<file path="src/rtl/u_dly_pkg.sv">
// rtl/u_dly_pkg.sv - shared types and constants for the coarse delay-line controller
package u_dly_pkg;

    localparam int SEL_W = 3;
    localparam logic [SEL_W-1:0] SEL_MAX = 3'd7;
    localparam int T_DLY_COARSE = 60;

    typedef enum logic [2:0] {
        ST_IDLE   = 3'd0,
        ST_SETTLE = 3'd1,
        ST_SAMPLE = 3'd2,
        ST_DECIDE = 3'd3,
        ST_LOCK   = 3'd4,
        ST_FAIL   = 3'd5
    } state_t;

endpackage

</file>
<file path="src/rtl/u_dly_maj.sv">
// rtl/u_dly_maj.sv - valid-sample counter and late accumulator with majority/all-late flags
module u_dly_maj #(
    parameter int N_AVG = 8
) (
    input  logic i_clk,
    input  logic i_rstn,
    input  logic i_clr,
    input  logic i_en,
    input  logic i_late,
    output logic o_last,
    output logic o_maj_late,
    output logic o_all_late
);

    localparam int CW = $clog2(N_AVG) + 1;

    logic [CW-1:0] r_cnt;
    logic [CW-1:0] r_late;

    always_ff @(posedge i_clk) begin
        if (!i_rstn || i_clr) begin
            r_cnt  <= '0;
            r_late <= '0;
        end else if (i_en) begin
            r_cnt  <= r_cnt + 1'b1;
            r_late <= r_late + CW'(i_late);
        end
    end

    // A tie (exactly N_AVG/2 late) counts as early.
    assign o_last     = (r_cnt == CW'(N_AVG - 1));
    assign o_maj_late = (r_late > CW'(N_AVG / 2));
    assign o_all_late = (r_late == CW'(N_AVG));

endmodule

</file>
<file path="src/rtl/u_dly_coarse_ctrl.sv">
// rtl/u_dly_coarse_ctrl.sv - coarse delay lock search; DLY_COARSE_TRACK_EN enables tracking while locked
module u_dly_coarse_ctrl
    import u_dly_pkg::*;
#(
    parameter int SETTLE_CYC = 4,
    parameter int N_AVG      = 8
) (
    input  logic             i_clk,
    input  logic             i_rstn,
    input  logic             i_start,
    input  logic             i_pd_valid,
    input  logic             i_pd_late,
    output logic [SEL_W-1:0] o_sel,
    output logic             o_busy,
    output logic             o_lock,
    output logic             o_fail
);

    localparam logic [7:0] SETTLE_LAST = 8'(SETTLE_CYC - 1);

    state_t           r_state, w_state_nxt;
    logic [SEL_W-1:0] r_sel, w_sel_nxt;
    logic [7:0]       r_set_cnt, w_set_cnt_nxt;
    logic             r_trk, w_trk_nxt;
    logic             w_restart;
    logic             w_clr;
    logic             w_en;
    logic             w_last;
    logic             w_maj_late;
    logic             w_all_late;

    assign w_clr = (r_state != ST_SAMPLE) && (r_state != ST_DECIDE);
    assign w_en  = (r_state == ST_SAMPLE) && i_pd_valid;

    u_dly_maj #(.N_AVG(N_AVG)) u_maj (
        .i_clk      (i_clk),
        .i_rstn     (i_rstn),
        .i_clr      (w_clr),
        .i_en       (w_en),
        .i_late     (i_pd_late),
        .o_last     (w_last),
        .o_maj_late (w_maj_late),
        .o_all_late (w_all_late)
    );

    // r_trk marks SETTLE/SAMPLE/DECIDE passes that run on behalf of a held lock.
    assign o_busy    = !r_trk && ((r_state == ST_SETTLE) || (r_state == ST_SAMPLE) ||
                                  (r_state == ST_DECIDE));
    assign o_lock    = (r_state == ST_LOCK) || r_trk;
    assign o_fail    = (r_state == ST_FAIL);
    assign o_sel     = r_sel;
    assign w_restart = i_start && !o_busy;

    always_comb begin
        w_state_nxt   = r_state;
        w_sel_nxt     = r_sel;
        w_set_cnt_nxt = 8'd0;
        w_trk_nxt     = r_trk;
        if (w_restart) begin
            w_state_nxt = ST_SETTLE;
            w_sel_nxt   = '0;
            w_trk_nxt   = 1'b0;
        end else begin
            case (r_state)
                ST_SETTLE: begin
                    if (r_set_cnt == SETTLE_LAST) w_state_nxt = ST_SAMPLE;
                    else                          w_set_cnt_nxt = r_set_cnt + 8'd1;
                end
                ST_SAMPLE: begin
                    if (i_pd_valid && w_last) w_state_nxt = ST_DECIDE;
                end
                ST_DECIDE: begin
                    if (r_trk) begin
                        if (!w_maj_late) begin
                            if (r_sel != SEL_MAX) w_sel_nxt = r_sel + 1'b1;
                        end else if (w_all_late && (r_sel != '0)) begin
                            w_sel_nxt = r_sel - 1'b1;
                        end
                        w_state_nxt = ST_SETTLE;
                    end else if (w_maj_late) begin
                        w_state_nxt = ST_LOCK;
                    end else if (r_sel == SEL_MAX) begin
                        w_state_nxt = ST_FAIL;
                    end else begin
                        w_sel_nxt   = r_sel + 1'b1;
                        w_state_nxt = ST_SETTLE;
                    end
                end
                ST_LOCK: begin
`ifdef DLY_COARSE_TRACK_EN
                    w_state_nxt = ST_SETTLE;
                    w_trk_nxt   = 1'b1;
`else
                    w_state_nxt = ST_LOCK;
`endif
                end
                default: w_state_nxt = r_state;
            endcase
        end
    end

    always_ff @(posedge i_clk) begin
        if (!i_rstn) begin
            r_state   <= ST_IDLE;
            r_sel     <= '0;
            r_set_cnt <= 8'd0;
            r_trk     <= 1'b0;
        end else begin
            r_state   <= w_state_nxt;
            r_sel     <= w_sel_nxt;
            r_set_cnt <= w_set_cnt_nxt;
            r_trk     <= w_trk_nxt;
        end
    end

endmodule

</file>
<file path="config.mk">
export PLATFORM = sky130hd
export DESIGN_NAME = u_dly_coarse_ctrl
export DESIGN_NICKNAME = d
export VERILOG_FILES = /design/src/rtl/u_dly_pkg.sv /design/src/rtl/u_dly_maj.sv /design/src/rtl/u_dly_coarse_ctrl.sv
export SDC_FILE = /design/constraint.sdc
export NUM_CORES = 1
export LEC_CHECK = 0
export CORE_MARGIN = 5
export CORE_UTILIZATION = 30
export CTS_CLUSTER_DIAMETER = 100
export DETAILED_ROUTE_END_ITERATION = 8
export SETUP_SLACK_MARGIN = 0.4
export SLEW_MARGIN = 20
export SYNTH_ARGS = -nofsm -noshare
export SYNTH_HDL_FRONTEND = slang
export SYNTH_HIERARCHICAL = 1
export SYNTH_SLANG_ARGS = --single-unit
</file>
<file path="constraint.sdc">
create_clock -name i_clk -period 1.7 [get_ports i_clk]
set_input_delay 0.34 -clock i_clk [delete_from_list [all_inputs] [get_ports i_clk]]
set_output_delay 0.34 -clock i_clk [all_outputs]
set_load 0.005 [all_outputs]
</file>
==> run notes <==
Entry: Yosys synthesis followed by OpenROAD place and route.

Final layout:
- The run gives the post-layout utilization of the core as 44.39%.
- The largest registers in the layout are r_set_cnt (8), u_maj/r_cnt (4), u_maj/r_late (4).
- The clock buffers instantiated in the layout total 3.
- The run puts the fraction of final layout cells sized beyond drive strength 1 at 42.57%.
- The run puts the final-layout non-clock buffer area share at 14.51%.
- The run gives the number of flip-flops under the largest register name as 8.
- The run gives the logic area as 767.0 sq um.
- The run gives the dominant kind of cell as combinational gates.
- The run gives the count of fill cells added during filler insertion as 335.
- The run gives the sequential cell area as 457.9 sq um.
- The finished cells cover 1613 sq um.
- Relative to the synthesized area, the layout overhead comes to 44.35%.
- The run gives the clock tree cell share of total cell area as 4.422%.
- The count of cells in the finished layout, fillers not included, comes to 196.
- The run gives the share of cell area taken by multi-input logic gates as 47.56%.
- Per the cell usage report, the commonest logic cell in the layout is buf_4.
- The run gives the number of inserted diodes as 0.
- The largest register by flop count is r_set_cnt.

Setup path:
- The startpoint identified for the worst register-to-register timing path is r_set_cnt[3].
- The worst setup path is of the reg -> out kind.
- The run puts the setup slack of the most critical reg-to-reg path at 0.31 ns.
- The run puts the number of stages on the worst setup path at 2.
- The run gives the critical path's largest stage delay as 0.34 ns.
- The capture point of the worst register-to-register path is recorded as r_state[1].
- The report shows a maximum critical-path fanout of 4.
- The largest individual stage delay along the critical path comes from the cell dfxtp_2.

Min path:
- The run puts the cell depth of the worst hold path at 1.
- The run gives the hold path startpoint as r_set_cnt[0].

Pwr:
- Net switching is 20.53% of the power.
- The run puts the peak supply drop at 272.5 uV.
- The biggest slice of the total power is consumed by sequential cells.
- The run gives the internal portion of total power as 882.8 uW.
- The run gives the net switching power as 228.0 uW.

Placement:
- The run puts the number of buffers added on ports at 10.
- The run puts the half-perimeter wire length after detailed placement at 1527 um.

Floorplan:
- The run puts the die area at 5045 sq um.
- The run gives the initial standard-cell utilization of the core as 30.75%.
- Per the OpenROAD floorplan log, the width of the die is 71.03 um.
- The run gives the I/O pin total as 11.
- The run puts the overall die height at 71.03 um.

Clock network:
- The clock passes through at most 2 buffers.
- The number of setup buffers added after CTS is 12.
- The run puts the number of sinks handled by clock tree synthesis at 22.
- The run puts the post-cts repair resize count at 37.
- The run gives the cell chosen for the clock root as clkbuf_8.

Logic synthesis:
- The run gives the total number of yosys warnings as 6.

GRT:
- The run puts the number of antenna violations at the first check in global routing at 0.
- Recorded from the global router log, the overflow total was 0.
- The global routing report lists met2 layer usage as 16.37%.
- Entering global routing, the biggest net connects 14 pins.

Route:
- In the final routing, the length of wire on met1 measures 1122 um.
- In this run the top signal layer used is met4.
- The final route contains 935 vias.

Job:
- The run puts the tally of max-capacitance violations at 0.
- The tool warning count for the run is 31.

Run status:
- The run finished with clean final reports.

Timing:
- The run puts the final sum of negative setup slack at 0 ns.
- The run gives the total count of max-transition violations in the final report as 0.
- The final timing summary puts the cycle share of the worst path at 82.21%.
floorplan.png
Bar = 20 um. Pins as bars on the die edge.
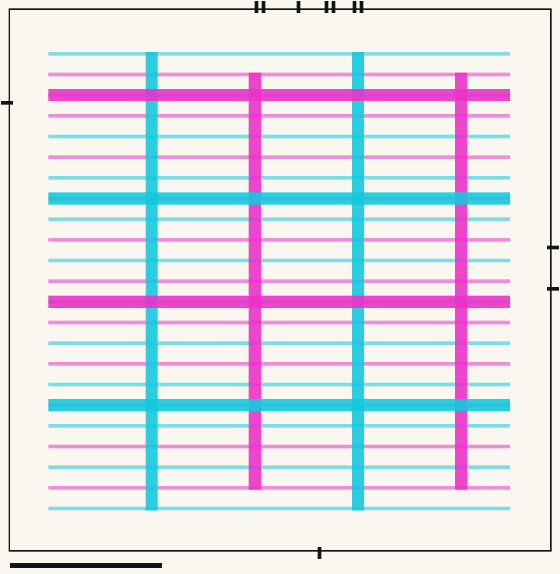
VSS: marked cyan. VDD: marked magenta.
The core has 22 rows. 11 signal pins sit on the boundary. 23 met1 rails follow the rows.

layers.png
Bar = 20 um. Only two layers are drawn.
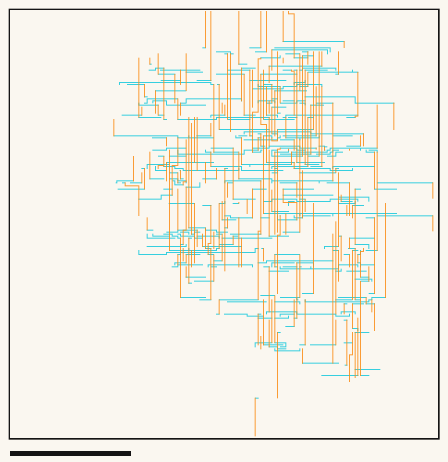
M1: marked cyan, wire length 1120 um. M2: marked orange, wire length 1230 um.

clock_nets.png
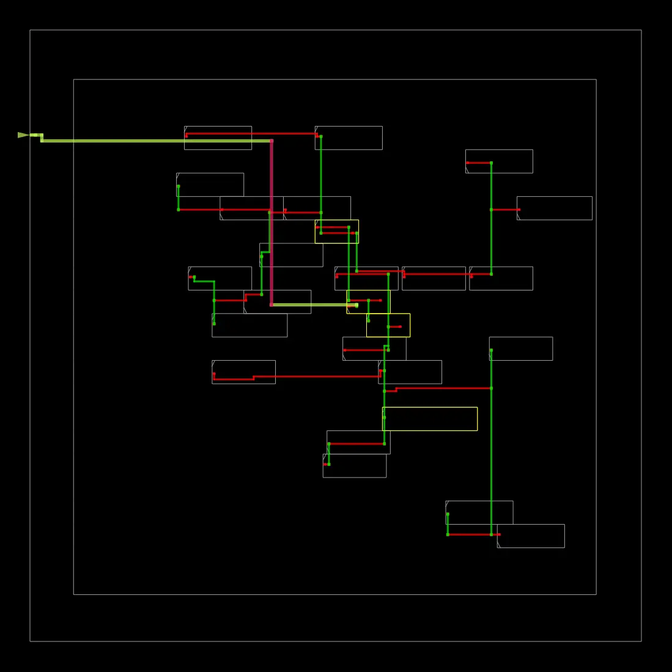
num sequential: 22
number of buffers inserted during clock tree synthesis: 3
Late-Pin Clk Latency: 0.26 ns

m2.png
Bar = 20 um.
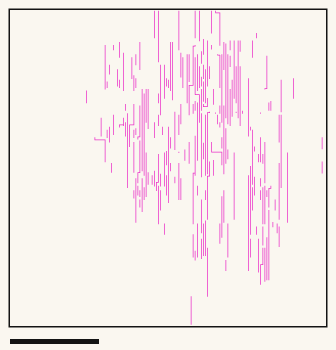
The layer holds 50% of the routed length. The longest straight run is 21.4 um. The wires run mostly vertical. 143 nets have wire on it. The layer carries 1230 um of wire.

Power and IR drop assume default switching activity.
